**config.mk**
```make
export PLATFORM = sky130hd
export DESIGN_NAME = multicycle_ctrl
export DESIGN_NICKNAME = d
export VERILOG_FILES = /design/src/rtl/multicycle_ctrl.sv
export SDC_FILE = /design/constraint.sdc
export NUM_CORES = 1
export LEC_CHECK = 0
export CORE_MARGIN = 3
export CORE_UTILIZATION = 48
export DETAILED_ROUTE_END_ITERATION = 8
export PLACE_DENSITY = 0.81
export SLEW_MARGIN = 15
export SYNTH_ARGS = -nofsm -noshare
export SYNTH_HDL_FRONTEND = slang
export SYNTH_SLANG_ARGS = --single-unit
```
**constraint.sdc**
```tcl
create_clock -name clk -period 2.85 [get_ports clk]
set_input_delay 0.57 -clock clk [delete_from_list [all_inputs] [get_ports clk]]
set_output_delay 0.57 -clock clk [all_outputs]
set_load 0.03 [all_outputs]
```
**src/rtl/multicycle_ctrl.sv**
```systemverilog
// Main control FSM for the multi-cycle MIPS datapath: sequences fetch through write-back,
// drives all mux selects and enables, and halts the core when a memory access hangs.
module multicycle_ctrl #(
    parameter int unsigned WAIT_LIMIT = 15
) (
    input  logic       clk,
    input  logic       rst_n,
    input  logic [5:0] opcode,
    input  logic       zero,
    input  logic       mem_ready,
    output logic       pc_en,
    output logic       iord,
    output logic       mem_read,
    output logic       mem_write,
    output logic       ir_write,
    output logic       reg_dst,
    output logic       mem_to_reg,
    output logic       reg_write,
    output logic       alu_src_a,
    output logic [1:0] alu_src_b,
    output logic [1:0] alu_op,
    output logic [1:0] pc_src,
    output logic       instr_done,
    output logic       illegal_op,
    output logic       halted,
    output logic [3:0] state
);

    typedef enum logic [3:0] {
        StIdle    = 4'd0,
        StFetch   = 4'd1,
        StDecode  = 4'd2,
        StMemAddr = 4'd3,
        StMemRd   = 4'd4,
        StMemWb   = 4'd5,
        StMemWr   = 4'd6,
        StExecR   = 4'd7,
        StRWb     = 4'd8,
        StBranch  = 4'd9,
        StJump    = 4'd10,
        StAddiEx  = 4'd11,
        StAddiWb  = 4'd12
    } state_e;

    localparam logic [5:0] OpRtype = 6'b000000;
    localparam logic [5:0] OpLw    = 6'b100011;
    localparam logic [5:0] OpSw    = 6'b101011;
    localparam logic [5:0] OpBeq   = 6'b000100;
    localparam logic [5:0] OpJ     = 6'b000010;
    localparam logic [5:0] OpAddi  = 6'b001000;

    localparam bit         TimeoutEn = (WAIT_LIMIT != 0);
    localparam logic [7:0] WaitLast  = 8'(WAIT_LIMIT - 1);

    state_e     state_q, state_d;
    logic       halted_q, halted_d;
    logic [7:0] wait_q, wait_d;
    logic       mem_state;

    always_ff @(posedge clk or negedge rst_n) begin
        if (!rst_n) begin
            state_q  <= StIdle;
            halted_q <= 1'b0;
            wait_q   <= 8'd0;
        end else begin
            state_q  <= state_d;
            halted_q <= halted_d;
            wait_q   <= wait_d;
        end
    end

    always_comb begin
        state_d    = state_q;
        halted_d   = halted_q;
        wait_d     = wait_q;
        mem_state  = 1'b0;
        pc_en      = 1'b0;
        iord       = 1'b0;
        mem_read   = 1'b0;
        mem_write  = 1'b0;
        ir_write   = 1'b0;
        reg_dst    = 1'b0;
        mem_to_reg = 1'b0;
        reg_write  = 1'b0;
        alu_src_a  = 1'b0;
        alu_src_b  = 2'd0;
        alu_op     = 2'd0;
        pc_src     = 2'd0;
        instr_done = 1'b0;
        illegal_op = 1'b0;

        unique case (state_q)
            StIdle: begin
                if (!halted_q) state_d = StFetch;
            end
            StFetch: begin
                mem_state = 1'b1;
                mem_read  = 1'b1;
                alu_src_b = 2'd1;
                if (mem_ready) begin
                    ir_write = 1'b1;
                    pc_en    = 1'b1;
                    state_d  = StDecode;
                end
            end
            StDecode: begin
                // Speculatively compute the branch target into ALUOut.
                alu_src_b = 2'd3;
                case (opcode)
                    OpLw, OpSw: state_d = StMemAddr;
                    OpRtype:    state_d = StExecR;
                    OpBeq:      state_d = StBranch;
                    OpJ:        state_d = StJump;
                    OpAddi:     state_d = StAddiEx;
                    default: begin
                        illegal_op = 1'b1;
                        state_d    = StFetch;
                    end
                endcase
            end
            StMemAddr: begin
                alu_src_a = 1'b1;
                alu_src_b = 2'd2;
                state_d   = (opcode == OpSw) ? StMemWr : StMemRd;
            end
            StMemRd: begin
                mem_state = 1'b1;
                mem_read  = 1'b1;
                iord      = 1'b1;
                if (mem_ready) state_d = StMemWb;
            end
            StMemWb: begin
                reg_write  = 1'b1;
                mem_to_reg = 1'b1;
                instr_done = 1'b1;
                state_d    = StFetch;
            end
            StMemWr: begin
                mem_state = 1'b1;
                mem_write = 1'b1;
                iord      = 1'b1;
                if (mem_ready) begin
                    instr_done = 1'b1;
                    state_d    = StFetch;
                end
            end
            StExecR: begin
                alu_src_a = 1'b1;
                alu_op    = 2'b10;
                state_d   = StRWb;
            end
            StRWb: begin
                reg_write  = 1'b1;
                reg_dst    = 1'b1;
                instr_done = 1'b1;
                state_d    = StFetch;
            end
            StBranch: begin
                alu_src_a  = 1'b1;
                alu_op     = 2'b01;
                pc_src     = 2'd1;
                pc_en      = zero;
                instr_done = 1'b1;
                state_d    = StFetch;
            end
            StJump: begin
                pc_src     = 2'd2;
                pc_en      = 1'b1;
                instr_done = 1'b1;
                state_d    = StFetch;
            end
            StAddiEx: begin
                alu_src_a = 1'b1;
                alu_src_b = 2'd2;
                state_d   = StAddiWb;
            end
            StAddiWb: begin
                reg_write  = 1'b1;
                instr_done = 1'b1;
                state_d    = StFetch;
            end
            default: state_d = StIdle;
        endcase

        // A ready on the last allowed cycle still completes normally.
        if (mem_state && !mem_ready && TimeoutEn && (wait_q == WaitLast)) begin
            state_d  = StIdle;
            halted_d = 1'b1;
        end

        if (state_d != state_q) begin
            wait_d = 8'd0;
        end else if (mem_state && !mem_ready) begin
            wait_d = wait_q + 8'd1;
        end
    end

    assign halted = halted_q;
    assign state  = state_q;

endmodule

```
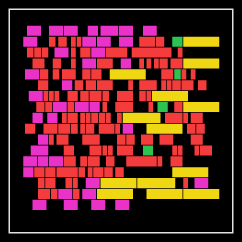
**Above:** run 1 (cells colored by class).
Drawn at 4 px/um.
other buffers and delay cells: shown in magenta, cells 38. flops: shown in yellow, cells 13. combinational and other logic: shown in red, cells 120. clock drivers and dummy loads: shown in green, cells 4.

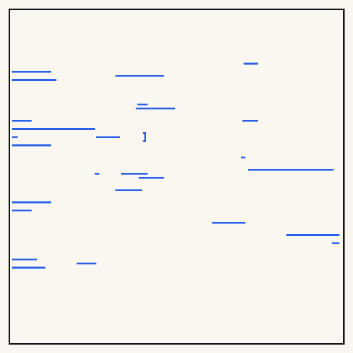
**Above:** run 1 (the metal 3 layer).
Drawn at 6 px/um.
The layer carries 125 um of wire. The layer holds 4.2% of the routed length. The wires run mostly horizontal. The longest straight run is 14.0 um. 22 nets have wire on it.
grt met3 use: 3.74%
WL final: 2.94 mm

==> flow_summary.json, run 1 <==
{
  "cpMostUsedCell": "buf_4",
  "critPathKind": "reg2out",
  "dieHeight_um": 55.5,
  "gp_congestion": 0.860,
  "die_w_um": 55.5,
  "synthArstFlopShare_pct": 100,
  "setup_tns_ns": 0,
  "n_antenna_cell": 0,
  "rows": 17,
  "synth.top_cell.area_share_pct": 27.6,
  "drcViolationCount": 0,
  "ys_types": 48,
  "grt_max_degree": 18,
  "setup_viol": 0,
  "syn_inst": 144,
  "chip_area_um2": 3080,
  "crit_required_ns": 2.28,
  "end_kind": "output port",
  "drv_slew": 0,
  "routed-via-count": 1158,
  "rrSetupSlack_ns": 0.39,
  "cpPeakStageDelay_ns": 0.59,
  "clk_path_buf_depth": 2,
  "slew_headroom_pct": 60.4,
  "netlist_area_um2": 1180,
  "max-vdd-ir-drop_mv": 0.696,
  "ys_seq_share_pct": 27.6,
  "common_cells": "nor2_1, nand2_1, dfrtp_1",
  "io_pins": 32,
  "worstMarginPinSlew_ns": 0.592,
  "worst_slack_ns": 0.160,
  "coreArea_um2": 2280,
  "hold_buffers": 0,
  "synth_warnings": 0,
  "skew_ns": 0.00258,
  "cts_resized": 0,
  "clock.latency.late_pin_ns": 0.28,
  "yosys.cell_count.top_type": "nor2_1",
  "hp-class": "reg2reg",
  "syn_to_final_growth_pct": 32.6,
  "cts_buffers": 3,
  "crit_family": "flip-flops",
  "clkSlewWorstSetupHoldPaths_ns": 0.08,
  "antenna_found_initial": 0,
  "synth_chip_area_um2": 1180,
  "status": "complete, no violations",
  "cts_root_buf": "clkbuf_4",
  "fin_area_um2": 1560,
  "ant_nets": 0,
  "warnings": 27,
  "post_cts_buffers": 0,
  "area_leaders": "dfrtp_1, nor2_1, xor2_1, nand2_1, nand2b_1",
  "synth_nets": 156
}
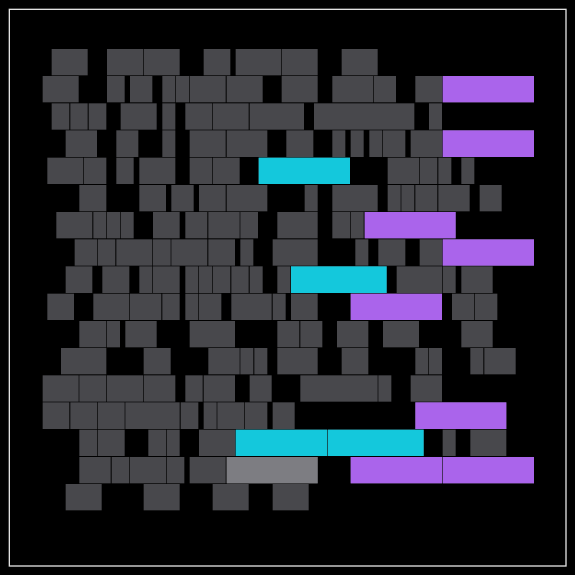
**Above:** run 1 (sequential cells grouped by signal name).
Drawn at 10 px/um. Other sequential cells in the stronger gray, the rest of the logic in the fainter gray.
`state`: shown in cyan, flops 4. `wait_q`: shown in purple, flops 8.
Another 1 sequential cells are not colored.

[run 1: through the flow]
step	total power, mW	hold slack, ns	instances	utilization (%)
after floorplan	0.936	0.274	144	-
after global placement	1.22	0.508	199	67.1
after detailed placement	1.24	0.509	199	67.1
after CTS	1.36	0.536	203	68.3
after global routing	1.45	0.563	203	68.6
final	1.36	0.525	203	68.6
[run 1: final timing paths]
path | end | depth (start not counted) | from
worst max register to register | wait_q[2]$_DFFE_PN0P_ | 7 | state[1]$_DFF_PN0_
max in group asynchronous | state[0]$_DFF_PN0_ | 1 | rst_n
worst max-delay path | illegal_op | 4 | state[1]$_DFF_PN0_
min in group asynchronous | state[1]$_DFF_PN0_ | 1 | rst_n
worst min-delay path | halted$_DFFE_PN0P_ | 1 | halted$_DFFE_PN0P_
worst min register to register | halted$_DFFE_PN0P_ | 1 | halted$_DFFE_PN0P_
[run 1: cells by family (layout without fill, tap and decap cells)]
family / count (synthesis) / after routing / synth area share [%]
AOI/OAI and AO/OA: 32 / 32 / 24.1
xor gates and xnor gates: 9 / 9 / 6.70
adders and majority gates: 2 / 2 / 2.13
buffers and inverters: 13 / 44 / 4.68
DFF: 13 / 13 / 27.6
muxes: 1 / 1 / 0.956
and+or+nand+nor: 74 / 74 / 33.8
[run 1: layout by cell type (no fill, tap or decap), types with 2 or more instances in the layout]
cell,count
o21ai_0,4
buf_4,10
nand4_1,4
or4bb_1,2
dfrtp_1,11
nor2_1,21
a21o_1,2
inv_1,2
nor2b_1,3
nand2b_1,6
a21oi_1,4
clkdlybuf4s50_1,26
dlymetal6s2s_1,2
xor2_1,7
o211ai_1,3
nand3_1,3
nor3_1,7
clkbuf_4,3
xnor2_1,2
ha_1,2
nand2_1,14
a211o_1,2
or2_2,2
a211oi_1,3
dfrtp_2,2
and2_1,2
a31o_2,2
[run 1: registers in the layout, indices dropped and copies added, names as in the netlist]
signal,count
halted,1
state,4
wait_q,8
[run 1: power breakdown]
part / switching, mW / internal, mW / total [mW] / leakage, nW
logic: 0.526 / 0.410 / 0.936 / 0.453
clock network: 0.0602 / 0.0520 / 0.112 / 0.0177
registers: 0.0984 / 0.213 / 0.311 / 0.175
[run 1: worst reg2reg max path, stage by stage, from the launching register on]
cell	delay [ns]
dfrtp_1	0.59
buf_4	0.25
or4b_1	0.54
a2111oi_2	0.29
a2111oi_0	0.14
a211oi_2	0.28
o211ai_4	0.17
nor2_1	0.13
[run 1: final cells by class]
type / instances / area [um2]
timing repair buffer: 38 / 360
tap: 28 / 35.0
inverter: 2 / 7.51
fill: 175 / 714
clock inverter: 1 / 5.00
clock buffer: 3 / 22.5
multi-input combinational: 118 / 803
sequential: 13 / 328
[run 1: metal layers]
metal  global-route usage (%)  wire length [um]  vias to the layer above
met1                     25.5              1310                      533
met5                        0                 0                        -
li1                         -                 -                      581
met3                     3.74               124                        9
met2                     33.4              1440                       35
met4                     9.38                65                        0
==> run 2: changes to the inputs <==
Settings changed: CORE_UTILIZATION 48 to 43, PLACE_DENSITY 0.81 to 0.76.
Clock period 2.85 ns to 2.34 ns, I/O delays scaled along.
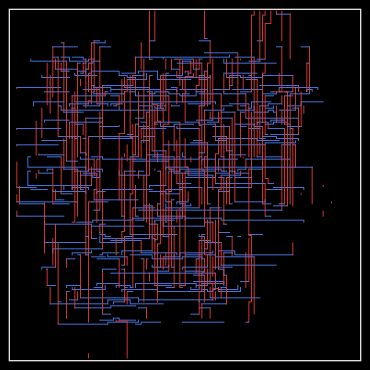
**Above:** run 2 (signal wires by layer).
Drawn at 6 px/um. Two of the layers only.
metal 2: shown in red, wire length 1640 um. metal 1: shown in blue, wire length 1430 um.
GRT Resource Usage Total: 21.0%
routed vias: 1272
WL final: 3.31 mm

==> flow_summary.json, run 2 <==
{
  "area_leaders": "dfrtp_1, nor2_1, xor2_1, nand2_1, nand2b_1",
  "cpPeakStageDelay_ns": 0.59,
  "synth_chip_area_um2": 1180,
  "reg2reg_from": "state[2]$_DFF_PN0_",
  "final_cell_mix": "buf_4, nor2_1, nand2_1, clkdlybuf4s50_1, dfrtp_1",
  "ys_sh_mux_pct": 0.956,
  "max_cap_viol_count": 0,
  "power_frac_comb_pct": 74.0,
  "warnings": 29,
  "worstMarginPinSlew_ns": 0.549,
  "fin_cells": 226,
  "drcViolationCount": 0,
  "ys_types": 48,
  "setup_tns_ns": 0,
  "cts_buffers": 3,
  "die_w_um": 58.3,
  "worst_slack_ns": 0.0394,
  "rrSetupSlack_ns": 0.09,
  "grt_max_degree": 21,
  "synthArstFlopShare_pct": 100,
  "power_density_nw_per_um2": 1030,
  "fillers": 201,
  "max-vdd-ir-drop_mv": 0.796,
  "slew_headroom_pct": 63.3,
  "common_cells": "nor2_1, nand2_1, dfrtp_1",
  "largest_register_ffs": 8,
  "ys_seq_share_pct": 27.6,
  "top_logic_kind": "simple AND/OR/NAND/NOR gates",
  "io_pins": 32,
  "antenna_found_initial": 0,
  "n_antenna_cell": 0,
  "dieHeight_um": 58.3,
  "yosys.cell_count.top_type": "nor2_1",
  "ys_sh_adder_pct": 2.13,
  "ys_sh_xor_pct": 6.70,
  "drive_gt1_share_pct": 32.7,
  "critPathLaunch": "state[2]$_DFF_PN0_",
  "power.switching_uw": 899,
  "finalHoldViolCount": 0,
  "power.total_mw": 1.80,
  "clkSlewWorstSetupHoldPaths_ns": 0.08,
  "min_from": "halted$_DFFE_PN0P_",
  "end_kind": "output port",
  "ff_latch_area_um2": 330,
  "crit_required_ns": 1.87,
  "rows": 18,
  "gp_congestion": 0.848,
  "syn_to_final_growth_pct": 48.5,
  "cts_root_buf": "clkbuf_4",
  "hold_buffers": 0,
  "yosysTopAreaCell": "dfrtp_1",
  "status": "complete, no violations",
  "final_common_cell": "buf_4",
  "logic_area_um2": 840,
  "crit_family": "simple AND/OR/NAND/NOR gates",
  "compound_area_share_pct": 24.1,
  "r2r_cells": 8,
  "synth_warnings": 0,
  "placedCellCount": 213,
  "critPathKind": "reg2out",
  "synth.top_cell.area_share_pct": 27.6,
  "sw_frac_of_total_pct": 49.9,
  "netlist_area_um2": 1180,
  "crit_cells": 4,
  "crit_end": "illegal_op",
  "rr_endpoint": "wait_q[7]$_DFFE_PN0P_",
  "cts_tree": "done",
  "drv_slew": 0,
  "synth_nets": 156,
  "intPower_uw": 902,
  "skew_ns": 0.00947,
  "simple_gate_area_share_pct": 33.8,
  "crit_path_start_kind": "register",
  "clock.latency.late_pin_ns": 0.29,
  "ant_nets": 0,
  "largest_register": "wait_q",
  "syn_inst": 144,
  "hp-class": "reg2reg",
  "clk_path_buf_depth": 2,
  "p_seq_share_pct": 18.2
}
run 2: cell types whose count changed in the layout (fill, tap and decap cells not counted), sizes merged:
cell,change
dlygate4sd2,+6
dlymetal6s2s,+2
clkdlybuf4s50,-13
clkinv,-1
clkbuf,+1
buf,+26
run 2: how the worst min path moves through the flow:
| stage | endpoint | cells after the start |
|---|---|---|
| final | halted$_DFFE_PN0P_ | 1 |
| after global routing | wait_q[0]$_DFFE_PN0P_ | 1 |
| after CTS | halted$_DFFE_PN0P_ | 1 |
| after detailed placement | halted$_DFFE_PN0P_ | 1 |
| after global placement | halted$_DFFE_PN0P_ | 1 |
| after floorplan | halted$_DFFE_PN0P_ | 0 |
run 2: timing repair:
| item | 4_1_cts | 5_1_grt |
|---|---|---|
| endpoints found under the setup margin | 11 | 13 |
| buffers inserted | 6 | 3 |
| gates resized | 10 | 9 |
| cloned | 0 | 0 |
| pin swaps | 0 | 12 |
run 2: final cells by class:
class                      count  area share (%)
multi-input combinational    118            48.0
timing repair buffer          59            29.0
sequential                    13            18.9
tap                           30            2.15
clock buffer                   4            1.50
inverter                       2           0.429
run 2: kinds of logic after synthesis:
family | count (synthesis)
simple gates | 74
compound gates | 32
buf+inv | 13
flops | 13
xor+xnor | 9
fa+ha+maj | 2
mux | 1
run 2: power by group through the flow:
| stage | Combinational, mW | Clock [mW] | Sequential [mW] |
|---|---|---|---|
| 4_1_cts | 1.31 | 0.139 | 0.322 |
| 3_5_place_dp | 1.25 | 0 | 0.343 |
| 5_1_grt | 1.42 | 0.157 | 0.333 |
| 3_3_place_gp | 1.22 | 0 | 0.337 |
| 6_report | 1.33 | 0.141 | 0.328 |
| 2_1_floorplan | 0.801 | 0 | 0.350 |
run 2: stage by stage:
stage	hold slack, ns	instance area (um2)	utilization, %
5_1_grt	0.584	1750	68.7
3_3_place_gp	0.500	1620	63.7
2_1_floorplan	0.172	1200	-
6_report	0.524	1750	68.7
3_5_place_dp	0.506	1620	63.7
4_1_cts	0.525	1690	66.5
run 2: per-layer routing:
layer,global-route usage [%],part of all wire (%)
met5,0,0
met4,10.3,2.5
met3,4.61,4.8
met2,35.6,49
met1,25.1,43
run 2: worst register-to-register path, stage by stage, from the launching register on:
cell       delay [ns]
dfrtp_2          0.47
buf_4            0.17
or3b_4           0.39
a2111oi_4        0.37
nand3_2          0.15
buf_4            0.17
a31oi_2          0.18
o211ai_4         0.14
nor2_1           0.12
Power is estimated from default activity; no workload was simulated.
